==> run_1/floorplan.png <==
Bar = 20 µm. Pins as bars on the die edge. Tap cells in grey.
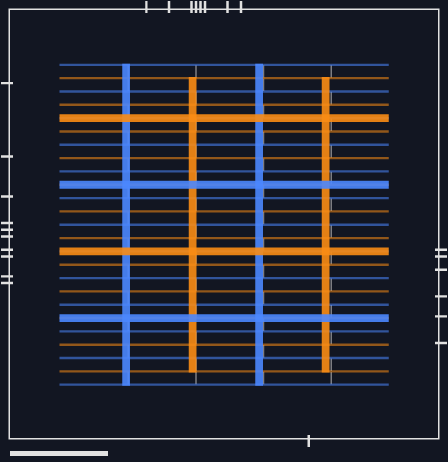
==> run_1/class_map.png <==
Bar = 20 µm.
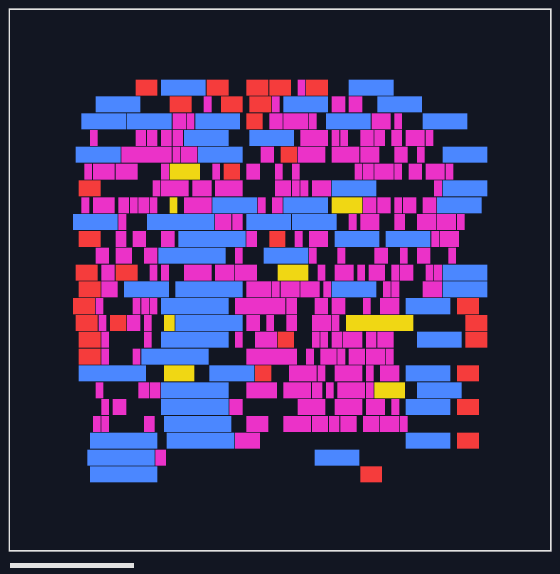
==> run_1/clock_wires.png <==
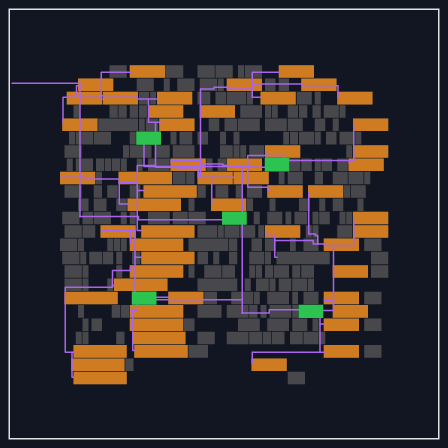
$ cat src/rtl/display_scan_ctrl.sv
// display_scan_ctrl
//   Time-multiplexed scan controller for a 4-digit, 7-segment hex display.
//   The block holds four digit registers, each a 4-bit hex value plus a
//   decimal-point bit. It lights one digit at a time for PRESCALE cycles.
//   Between digits it inserts BLANK_CYCLES cycles of dead-time.
//
// Parameters
//   PRESCALE      ON-time per digit in clock cycles (1..65535)
//   BLANK_CYCLES  dead-time between digits in cycles (0..255, 0 = none)
//
// Ports
//   clk         clock, rising-edge active
//   rst         synchronous active-high reset
//   wr_en       write strobe for digit register wr_addr
//   wr_addr     digit index written (0 = rightmost)
//   wr_data     hex value for that digit
//   wr_dp       decimal-point bit for that digit
//   display_on  1 = scan active, 0 = force blank
//   lzb         1 = leading-zero blanking enabled
//   seg         segment drive, active-high, seg[0]=a .. seg[6]=g
//   dp          decimal-point drive, active-high
//   digit_en    one-hot digit select, active-high
//   frame_done  one-cycle pulse after the last ON cycle of digit 3
module display_scan_ctrl #(
  parameter int unsigned PRESCALE     = 4,
  parameter int unsigned BLANK_CYCLES = 1
) (
  input  logic       clk,
  input  logic       rst,
  input  logic       wr_en,
  input  logic [1:0] wr_addr,
  input  logic [3:0] wr_data,
  input  logic       wr_dp,
  input  logic       display_on,
  input  logic       lzb,
  output logic [6:0] seg,
  output logic       dp,
  output logic [3:0] digit_en,
  output logic       frame_done
);

  typedef enum logic {
    ST_BLANK,
    ST_ON
  } state_t;

  localparam logic [15:0] ON_LAST    = 16'(PRESCALE - 1);
  localparam logic [15:0] BLANK_LAST = (BLANK_CYCLES == 0) ? 16'd0 : 16'(BLANK_CYCLES - 1);

  state_t      state_q, state_d;
  logic [1:0]  idx_q, idx_d;
  logic [15:0] cnt_q, cnt_d;

  logic [3:0]  val_q [4];
  logic [3:0]  dp_q;

  logic [3:0]  zero;
  logic        lz_blank;
  logic [3:0]  cur_val;
  logic [6:0]  seg_d;
  logic        dp_d;
  logic [3:0]  digit_en_d;
  logic        frame_d;

  function automatic logic [6:0] hex_to_seg(input logic [3:0] v);
    case (v)
      4'h0: hex_to_seg = 7'b0111111;
      4'h1: hex_to_seg = 7'b0000110;
      4'h2: hex_to_seg = 7'b1011011;
      4'h3: hex_to_seg = 7'b1001111;
      4'h4: hex_to_seg = 7'b1100110;
      4'h5: hex_to_seg = 7'b1101101;
      4'h6: hex_to_seg = 7'b1111101;
      4'h7: hex_to_seg = 7'b0000111;
      4'h8: hex_to_seg = 7'b1111111;
      4'h9: hex_to_seg = 7'b1101111;
      4'hA: hex_to_seg = 7'b1110111;
      4'hB: hex_to_seg = 7'b1111100;
      4'hC: hex_to_seg = 7'b0111001;
      4'hD: hex_to_seg = 7'b1011110;
      4'hE: hex_to_seg = 7'b1111001;
      default: hex_to_seg = 7'b1110001;
    endcase
  endfunction

  // Scan sequencer. idx advances on entry to ON when there is dead-time, or
  // directly at the end of ON when there is none. This lets reset and
  // display_on=0 park idx at 3 so the scan always restarts at digit 0.
  always_comb begin
    state_d = state_q;
    idx_d   = idx_q;
    cnt_d   = cnt_q + 16'd1;
    if (!display_on) begin
      state_d = ST_BLANK;
      idx_d   = 2'd3;
      cnt_d   = '0;
    end else begin
      case (state_q)
        ST_ON: begin
          if (cnt_q == ON_LAST) begin
            cnt_d = '0;
            if (BLANK_CYCLES == 0) begin
              idx_d = idx_q + 2'd1;
            end else begin
              state_d = ST_BLANK;
            end
          end
        end
        default: begin
          if ((BLANK_CYCLES == 0) || (cnt_q == BLANK_LAST)) begin
            state_d = ST_ON;
            idx_d   = idx_q + 2'd1;
            cnt_d   = '0;
          end
        end
      endcase
    end
  end

  // Leading-zero blanking: digit k is dark when it and every digit above it
  // hold zero. Digit 0 is always shown.
  always_comb begin
    for (int unsigned i = 0; i < 4; i++) begin
      zero[i] = (val_q[i] == 4'h0);
    end
    case (idx_q)
      2'd1:    lz_blank = lzb & zero[3] & zero[2] & zero[1];
      2'd2:    lz_blank = lzb & zero[3] & zero[2];
      2'd3:    lz_blank = lzb & zero[3];
      default: lz_blank = 1'b0;
    endcase
  end

  // Output values are computed from the current state and registers. They
  // are captured at the next edge, so the outputs lag the state by one
  // cycle. display_on gates them so that blanking takes effect on the very
  // next edge.
  always_comb begin
    digit_en_d = '0;
    seg_d      = '0;
    dp_d       = 1'b0;
    frame_d    = 1'b0;
    cur_val    = val_q[idx_q];
    if (display_on && (state_q == ST_ON)) begin
      digit_en_d = 4'b0001 << idx_q;
      seg_d      = lz_blank ? 7'b0000000 : hex_to_seg(cur_val);
      dp_d       = dp_q[idx_q];
      frame_d    = (idx_q == 2'd3) && (cnt_q == ON_LAST);
    end
  end

  always_ff @(posedge clk) begin
    if (rst) begin
      state_q    <= ST_BLANK;
      idx_q      <= 2'd3;
      cnt_q      <= '0;
      dp_q       <= '0;
      for (int unsigned i = 0; i < 4; i++) begin
        val_q[i] <= '0;
      end
      seg        <= '0;
      dp         <= 1'b0;
      digit_en   <= '0;
      frame_done <= 1'b0;
    end else begin
      if (wr_en) begin
        val_q[wr_addr] <= wr_data;
        dp_q[wr_addr]  <= wr_dp;
      end
      state_q    <= state_d;
      idx_q      <= idx_d;
      cnt_q      <= cnt_d;
      seg        <= seg_d;
      dp         <= dp_d;
      digit_en   <= digit_en_d;
      frame_done <= frame_d;
    end
  end

endmodule

$ cat config.mk
export PLATFORM = sky130hd
export DESIGN_NAME = display_scan_ctrl
export DESIGN_NICKNAME = d
export VERILOG_FILES = /design/src/rtl/display_scan_ctrl.sv
export SDC_FILE = /design/constraint.sdc
export NUM_CORES = 1
export LEC_CHECK = 0
export CAP_MARGIN = 30
export CORE_MARGIN = 10
export CORE_UTILIZATION = 56
export CTS_CLUSTER_DIAMETER = 50
export DETAILED_ROUTE_END_ITERATION = 8
export PLACE_DENSITY = 0.78
export SKIP_LAST_GASP = 1
export SLEW_MARGIN = 10
export SYNTH_ARGS = -nofsm -noshare
export SYNTH_HDL_FRONTEND = slang
export SYNTH_SLANG_ARGS = --single-unit
$ cat constraint.sdc
create_clock -name clk -period 2.1 [get_ports clk]
set_input_delay 0.42 -clock clk [delete_from_list [all_inputs] [get_ports clk]]
set_output_delay 0.42 -clock clk [all_outputs]
set_load 0.01 [all_outputs]
==> results.yml, run 1 <==
# synthesis and place-and-route metrics
detailed_routing:
  route.detailed.drc: 0
  viasPerCell: 5.317
  drt_wl_total_um: 4452
  ant_nets: 0
  top_layer_used: "met4"
  vias: 1797
  wl_met3_um: 202
  firstDrtPassIters: 4
  routedWlPerCell_um: 13.17
final_timing:
  hold_violations: 0
  period_used_pct: 93.53
  hold_slack_ns: 0.4919
  fmax_mhz: 509.1
  setup_viol: 0
  slew_headroom_pct: 53.67
  period_needed_ns: 1.964
  worstMarginPinSlew_ns: 0.6814
  fin_tns_setup_ns: 0
  layout_setup_ws_ns: 0.1359
  rsz0062_at_grt: "no"
final_layout:
  num-nets-final: 310
  logic_area_mm2: 0.001184
  buffers: 31
  mostFrequentLayoutCell: "nor2_1"
  largest_class: "flip-flops and latches"
  register_area_mm2: 0.001241
  n_fill_cell: 347
  synthToLayoutAreaGrowth_pct: 15.86
  sh_comb_area_pct: 40.22
  seq_area_share_pct: 42.18
worst_hold_path:
  whs_path_depth: 2
  hold_class: "flip-flop to flip-flop"
  hold_path_end: "dp_q[0]"
logic_synthesis:
  flop_cell: "dfxtp_1"
  topCellsByArea: "dfxtp_1, edfxtp_1, ha_1"
  yosysCellCount: 256
  ys_area_mm2: 0.002540
  synthesis.nets: 281
  async_flop_share_pct: 0
  synthesis.area_mm2: 0.002540
  xor_area_share_pct: 5.517
  synthTopLogicFamily: "simple AND/OR/NAND/NOR gates"
grt:
  use_met3_pct: 4.775
  gr-usage-all-layers_pct: 12.38
  use_met2_pct: 20.77
  grt_busiest_layer: "met2"
  antenna_found_initial: 0
  grt_pass1_vias: 1750
pwr:
  p_seq_share_pct: 54.0
  p_int_mw: 1.610
  seq_power_mw: 1.14
  power.total_mw: 2.118
  p_leak_nw: 1.168
  comb-power_mw: 0.299
  p_comb_share_pct: 14.1
  power_switching_mw: 0.5089
worst_setup_path:
  worst-path-stages: 6
  crit_chain: "mux4_2 -> inv_1 -> ha_1 -> nor2_1 -> a211oi_1 -> a311oi_1"
  slowest_delay_ns: 0.60
  rrSetupSlack_ns: 0.14
  cp-end-kind: "flip-flop"
  rr_endpoint: "seg[1]"
  arrival_ns: 2.17
  crit_buf_inv: 1
  cp.required_ns: 2.31
  worst-setup-path-type: "flip-flop to flip-flop"
clocking:
  numCtsBuffers: 5
  cts_tree: "yes"
  clk_path_buf_depth: 2
  root_buffer: "clkbuf_8"
status:
  status: "finished, final reports clean"
floorplan:
  floorplan.core_util_pct: 57.93
  tapCellCount: 52
  ios: 25
place:
  dp_slack_ns: 0.1441
  place_area_mm2: 0.002830
  gp_congestion: 0.8143
  io_buffer_count: 24
run:
  warning_count: 36
Notes on floorplan.png above:
- blue: VSS
- orange: VDD
- tap cells: 52
- rows: 24
- signal pins: 25
peak supply drop: 465.8 µV
core area: 0.004384 mm²

Notes on class_map.png above:
- magenta: remaining logic cells (cells 193; share of their area 43%)
- yellow: clock drivers and dummy loads (cells 8; share of their area 3.7%)
- blue: sequential cells (cells 54; share of their area 43%)
- red: remaining buffers and delay cells (cells 31; share of their area 10%)
Core Util, Final: 67.12%
Rows: 24

Notes on clock_wires.png above:
- green: clock-net drivers (count 5)
- orange: flip-flops (count 54)
- purple: clock wires (length 585 µm)
- routed clock nets: 6
Clk network pwr share: 32.0%
Final Skew: 0.01307 ns
insertion delay to the later sink of the worst-skew pair: 0.31 ns
Clock group: 0.677 mW

[run 1: what timing repair did]
| item | in CTS | in global routing |
|---|---|---|
| endpoints found under the hold margin | 0 | 0 |
| endpoints found under the setup margin | 0 | 14 |
| hold buffers | 0 | 0 |
| resized | 0 | 1 |
[run 1: Yosys cell counts, types with 3 or more instances]
cell type and number:
nor2_1 41, dfxtp_1 38, nand2_1 24, edfxtp_1 16
inv_1 14, ha_1 13, nor3_1 13, xor2_1 10
nand2b_1 7, mux2i_1 6, xnor2_1 6, nand3_1 5
nor4_1 5, a211oi_1 4, and3_1 4, nand4_1 4
a21oi_1 3, a311oi_1 3, clkbuf_1 3, mux4_2 3
[run 1: tightest hold or removal path, cell delays in order (launching register included)]
cell and delay, ns:
dfxtp_1 0.33, nand2_1 0.06, a21oi_1 0.06
==> run_1/layers.png <==
Bar = 20 µm. Two of the layers only.
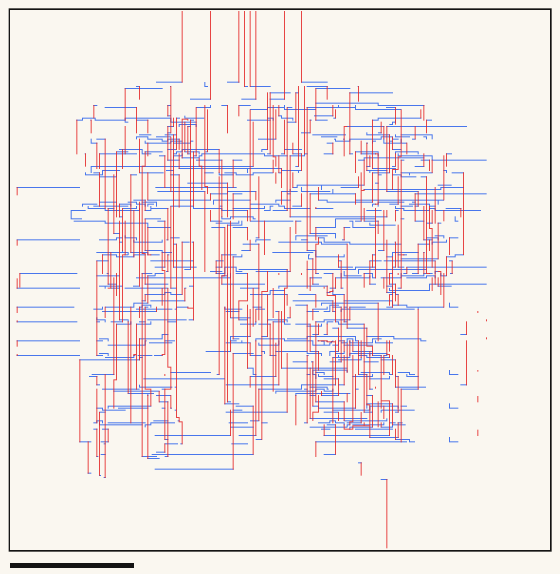

==> run 1 -> run 2 <==
Settings changed: MAX_ROUTING_LAYER set to met4.
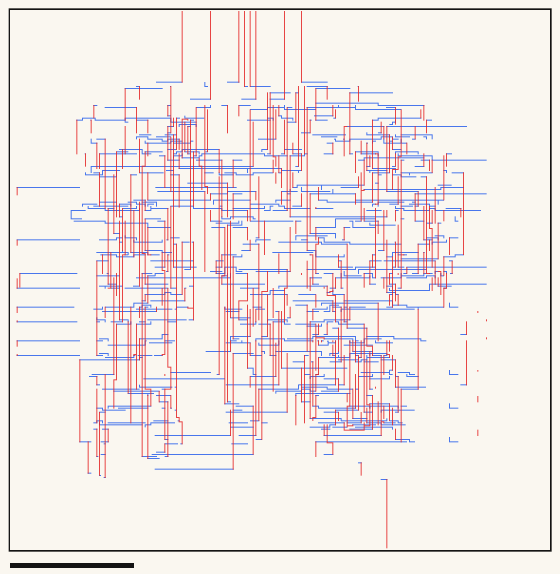
(run_2/layers.png)
Bar = 20 µm. Two of the layers only.
- red: M2 (wire length 2150 µm)
- blue: M1 (wire length 2030 µm)
WL/cell: 13.13 µm
total number of vias: 1798

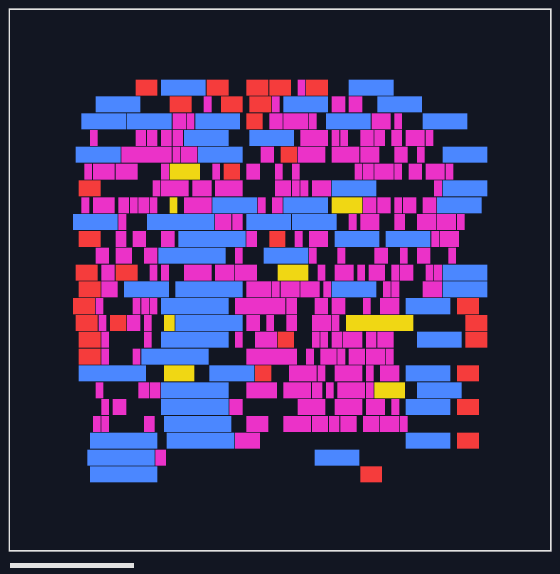
(run_2/class_map.png)
Bar = 20 µm.
- yellow: clock drivers and dummy loads (cells 8; share of their area 3.7%)
- red: remaining buffers and delay cells (cells 31; share of their area 10%)
- blue: sequential cells (cells 54; share of their area 43%)
- magenta: remaining logic cells (cells 193; share of their area 43%)
fin area: 0.002943 mm²
flop share of the area: 42.18%

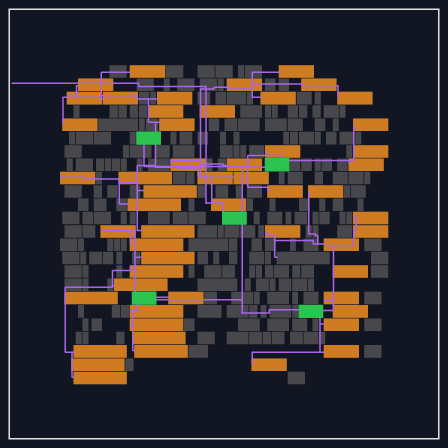
(run_2/clock_wires.png)
Final Skew: 0.01309 ns

==> run 2 against run 1 <==
Compared with the run above: worst hold slack hardly changed; utilization stayed put; via count hardly changed; register-to-register slack hardly changed; synthesized cell count stayed put; largest cell class unchanged; sequential power hardly changed; combinational power hardly changed; clock skew hardly changed; die area stayed put.
==> results.yml, run 2 <==
# synthesis and place-and-route metrics
status:
  status: "finished, final reports clean"
worst_setup_path:
  cp.required_ns: 2.31
  rrSetupSlack_ns: 0.14
  critical_path_peak_fanout: 5
  worst-setup-path-type: "flip-flop to flip-flop"
  worst-path-stages: 6
  arrival_ns: 2.17
  crit_chain: "mux4_2 -> inv_1 -> ha_1 -> nor2_1 -> a211oi_1 -> a311oi_1"
  slowest_delay_ns: 0.59
  cp-end-kind: "flip-flop"
  rr_endpoint: "seg[1]"
  slowest_stage: "mux4_2"
  crit_buf_inv: 1
logic_synthesis:
  synth_top_cell_by_count: "nor2_1"
  ys_area_mm2: 0.002540
  async_flop_share_pct: 0
  yosysCellCount: 256
  synthesis.area_mm2: 0.002540
  synth_flop_count: 54
  netlist_top_cells_count: "nor2_1, dfxtp_1, nand2_1, edfxtp_1, inv_1"
  flop_cell: "dfxtp_1"
  synthesis.nets: 281
  syn_avg_cell_area_um2: 9.922
  top_area_share_pct: 29.95
  topCellsByArea: "dfxtp_1, edfxtp_1, ha_1"
final_layout:
  buffers: 31
  num-multi-input-gates: 179
  fin_util_pct: 67.12
  synthToLayoutAreaGrowth_pct: 15.86
  register_area_mm2: 0.001241
  num-nets-final: 310
  sh_comb_area_pct: 40.22
  mostFrequentLayoutCell: "nor2_1"
  n_fill_cell: 347
  largest_class: "flip-flops and latches"
  logic_area_mm2: 0.001184
  seq_cells: 54
final_timing:
  setup_viol: 0
  hold_slack_ns: 0.4917
  period_used_pct: 93.35
  period_needed_ns: 1.960
  worstMarginPinSlew_ns: 0.6774
  rsz0062_at_grt: "no"
  layout_setup_ws_ns: 0.1396
  hold_violations: 0
  fin_tns_setup_ns: 0
  slew_headroom_pct: 53.95
  fmax_mhz: 510.1
clocking:
  root_buffer: "clkbuf_8"
  cts_tree: "yes"
  numCtsBuffers: 5
  clk_latency_ns: 0.31
  clk_path_buf_depth: 2
  post-cts-setup-buffer-count: 0
  hold_buffers: 0
detailed_routing:
  route.detailed.drc: 0
  drt_wl_total_um: 4439
  viasPerCell: 5.320
  ant_nets: 0
  firstDrtPassIters: 4
worst_hold_path:
  hold_path_end: "dp_q[0]"
  hold_class: "flip-flop to flip-flop"
  whs_path_depth: 2
grt:
  use_met2_pct: 20.77
  gr-usage-all-layers_pct: 12.77
  antenna_found_initial: 0
  grt_busiest_layer: "met2"
  grt_pass1_vias: 1751
  use_met3_pct: 4.775
floorplan:
  rows: 24
  core_region_area_mm2: 0.004384
  tapCellCount: 52
  ios: 25
  floorplan.core_util_pct: 57.93
run:
  warning_count: 36
pwr:
  power.total_mw: 2.118
  p_leak_nw: 1.168
  ir_worst_vdd_uv: 465.5
place:
  io_buffer_count: 24
  place_area_mm2: 0.002830
  gp_congestion: 0.8263
  dp_slack_ns: 0.1441
[run 2: cell counts after synthesis]
No cell type changed its count.
[run 2: cells by family after synthesis]
group | count (synthesis) | share of synthesized area, %
flops | 54 | 48.87
compound gates | 22 | 6.059
mux | 12 | 6.453
xor+xnor | 16 | 5.517
fa+ha+maj | 13 | 6.404
buf+inv | 23 | 4.729
simple gates | 116 | 21.97
[run 2: repair_timing]
item / in CTS / in global routing
endpoints found under the setup margin: 0 / 14
hold endpoints to repair: 0 / 0
resized: 0 / 1
[run 2: report_power, final]
group	switching, mW	internal (mW)	total, mW
registers	0.0292	1.11	1.14
clock network	0.316	0.361	0.677
logic	0.164	0.134	0.298
[run 2: routing by layer]
layer  vias to the layer above  wire, µm
met5                         -         0
met4                         0        53
met3                         6       205
met2                        28      2148
met1                       829      2031
li1                        935         -
==> run 2 -> run 3 <==
Settings changed: SKIP_LAST_GASP 1 to not set.
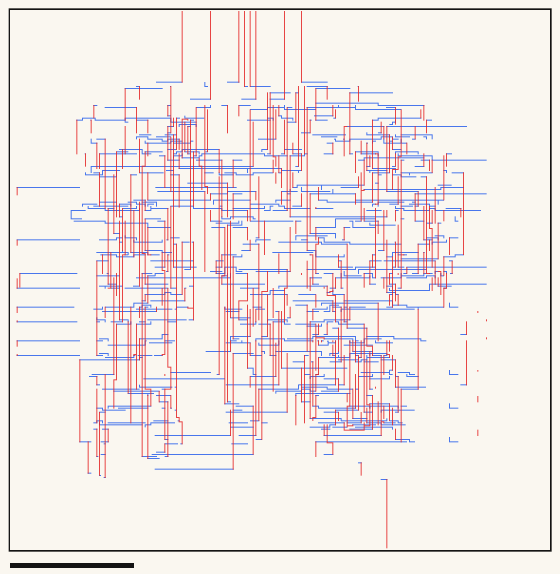
(run_3/layers.png)
Bar = 20 µm. Two of the layers only.
GRT Total Usage: 12.77%
drt total wl: 4439 µm

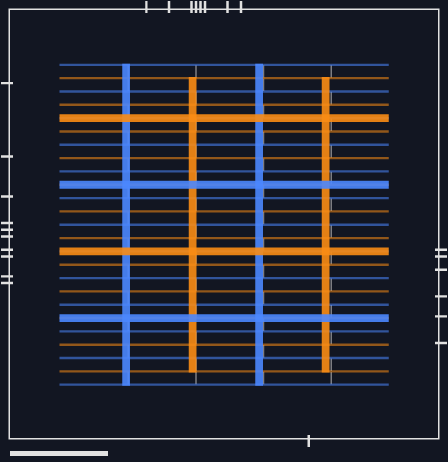
(run_3/floorplan.png)
Bar = 20 µm. Pins as bars on the die edge. Tap cells in grey.
- orange: VDD
- blue: VSS
- rows: 24
- met5 straps: 4
peak supply drop: 465.5 µV
die height: 87.35 µm

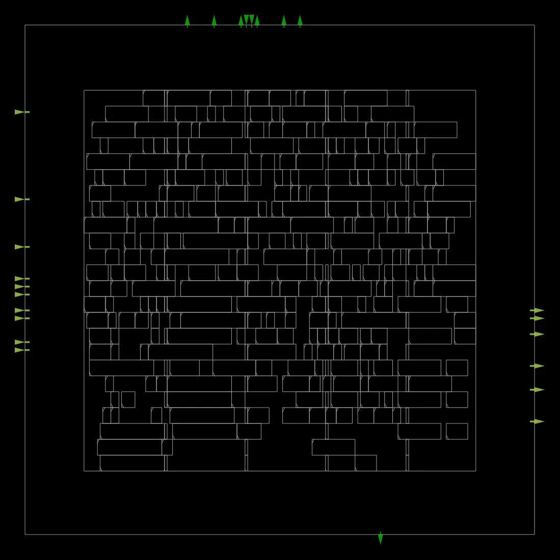
(run_3/placed.png)
Taps Inserted: 52
Filler cells: 347
Flops: 54
Final Non-Filler Cells: 338

==> run 3 against run 2 <==
Compared with the run above: total power stayed put; sequential power hardly changed; critical path depth did not move; largest cell class unchanged; synthesized cell count stayed put; die area stayed put; non-clock buffer count is the same; global-route usage unchanged; count of clock-buffer cells in the layout unchanged; critical endpoint unchanged.
==> results.yml, run 3 <==
# synthesis and place-and-route metrics
logic_synthesis:
  topCellsByArea: "dfxtp_1, edfxtp_1, ha_1"
  synthesis.area_mm2: 0.002540
  yosysCellCount: 256
  async_flop_share_pct: 0
  synth_flop_count: 54
  ys_area_mm2: 0.002540
  synth_top_cell_by_count: "nor2_1"
final_layout:
  synthToLayoutAreaGrowth_pct: 15.86
floorplan:
  core_region_area_mm2: 0.004384
  rows: 24
  ios: 25
clocking:
  clk_path_buf_depth: 2
  numCtsBuffers: 5
  root_buffer: "clkbuf_8"
  cts_resized: 0
pwr:
  p_clk_mw: 0.677
  p_sw_share_pct: 24.01
  p_comb_share_pct: 14.1
  seq_power_mw: 1.14
  power-top-group: "sequential cells"
  power_switching_mw: 0.5086
  p_leak_nw: 1.168
place:
  dp_slack_ns: 0.1441
  gp_congestion: 0.8263
worst_setup_path:
  crit_buf_inv: 1
  worst-path-stages: 6
  slowest_delay_ns: 0.59
  rr_endpoint: "seg[1]"
  arrival_ns: 2.17
final_timing:
  slew_headroom_pct: 53.95
  layout_setup_ws_ns: 0.1396
  fmax_mhz: 510.1
detailed_routing:
  top_layer_used: "met4"
  ant_nets: 0
  wl_met3_um: 205
grt:
  antenna_found_initial: 0
  grt_pass1_vias: 1751
  grt_busiest_layer: "met2"
status:
  status: "finished, final reports clean"
run 3: cell type report:
cell class	instances	area (µm²)	share of cell area, %
sequential	54	1241	42.18
timing repair buffer	31	292.8	9.949
inverter	14	52.55	1.786
clock buffer	7	77.57	2.636
tap	52	65.06	2.211
multi-input combinational	179	1184	40.22
clock inverter	1	30.03	1.020
run 3: logic make-up (layout without fill, tap and decap cells):
logic type / after synthesis / count (layout) / share of synthesized area [%]
buffers and inverters: 23 / 53 / 4.729
DFF: 54 / 54 / 48.87
AOI/OAI and AO/OA: 22 / 22 / 6.059
and+or+nand+nor: 116 / 116 / 21.97
xor gates and xnor gates: 16 / 16 / 5.517
muxes: 12 / 12 / 6.453
adders and majority gates: 13 / 13 / 6.404
Power is estimated from default activity; no workload was simulated.
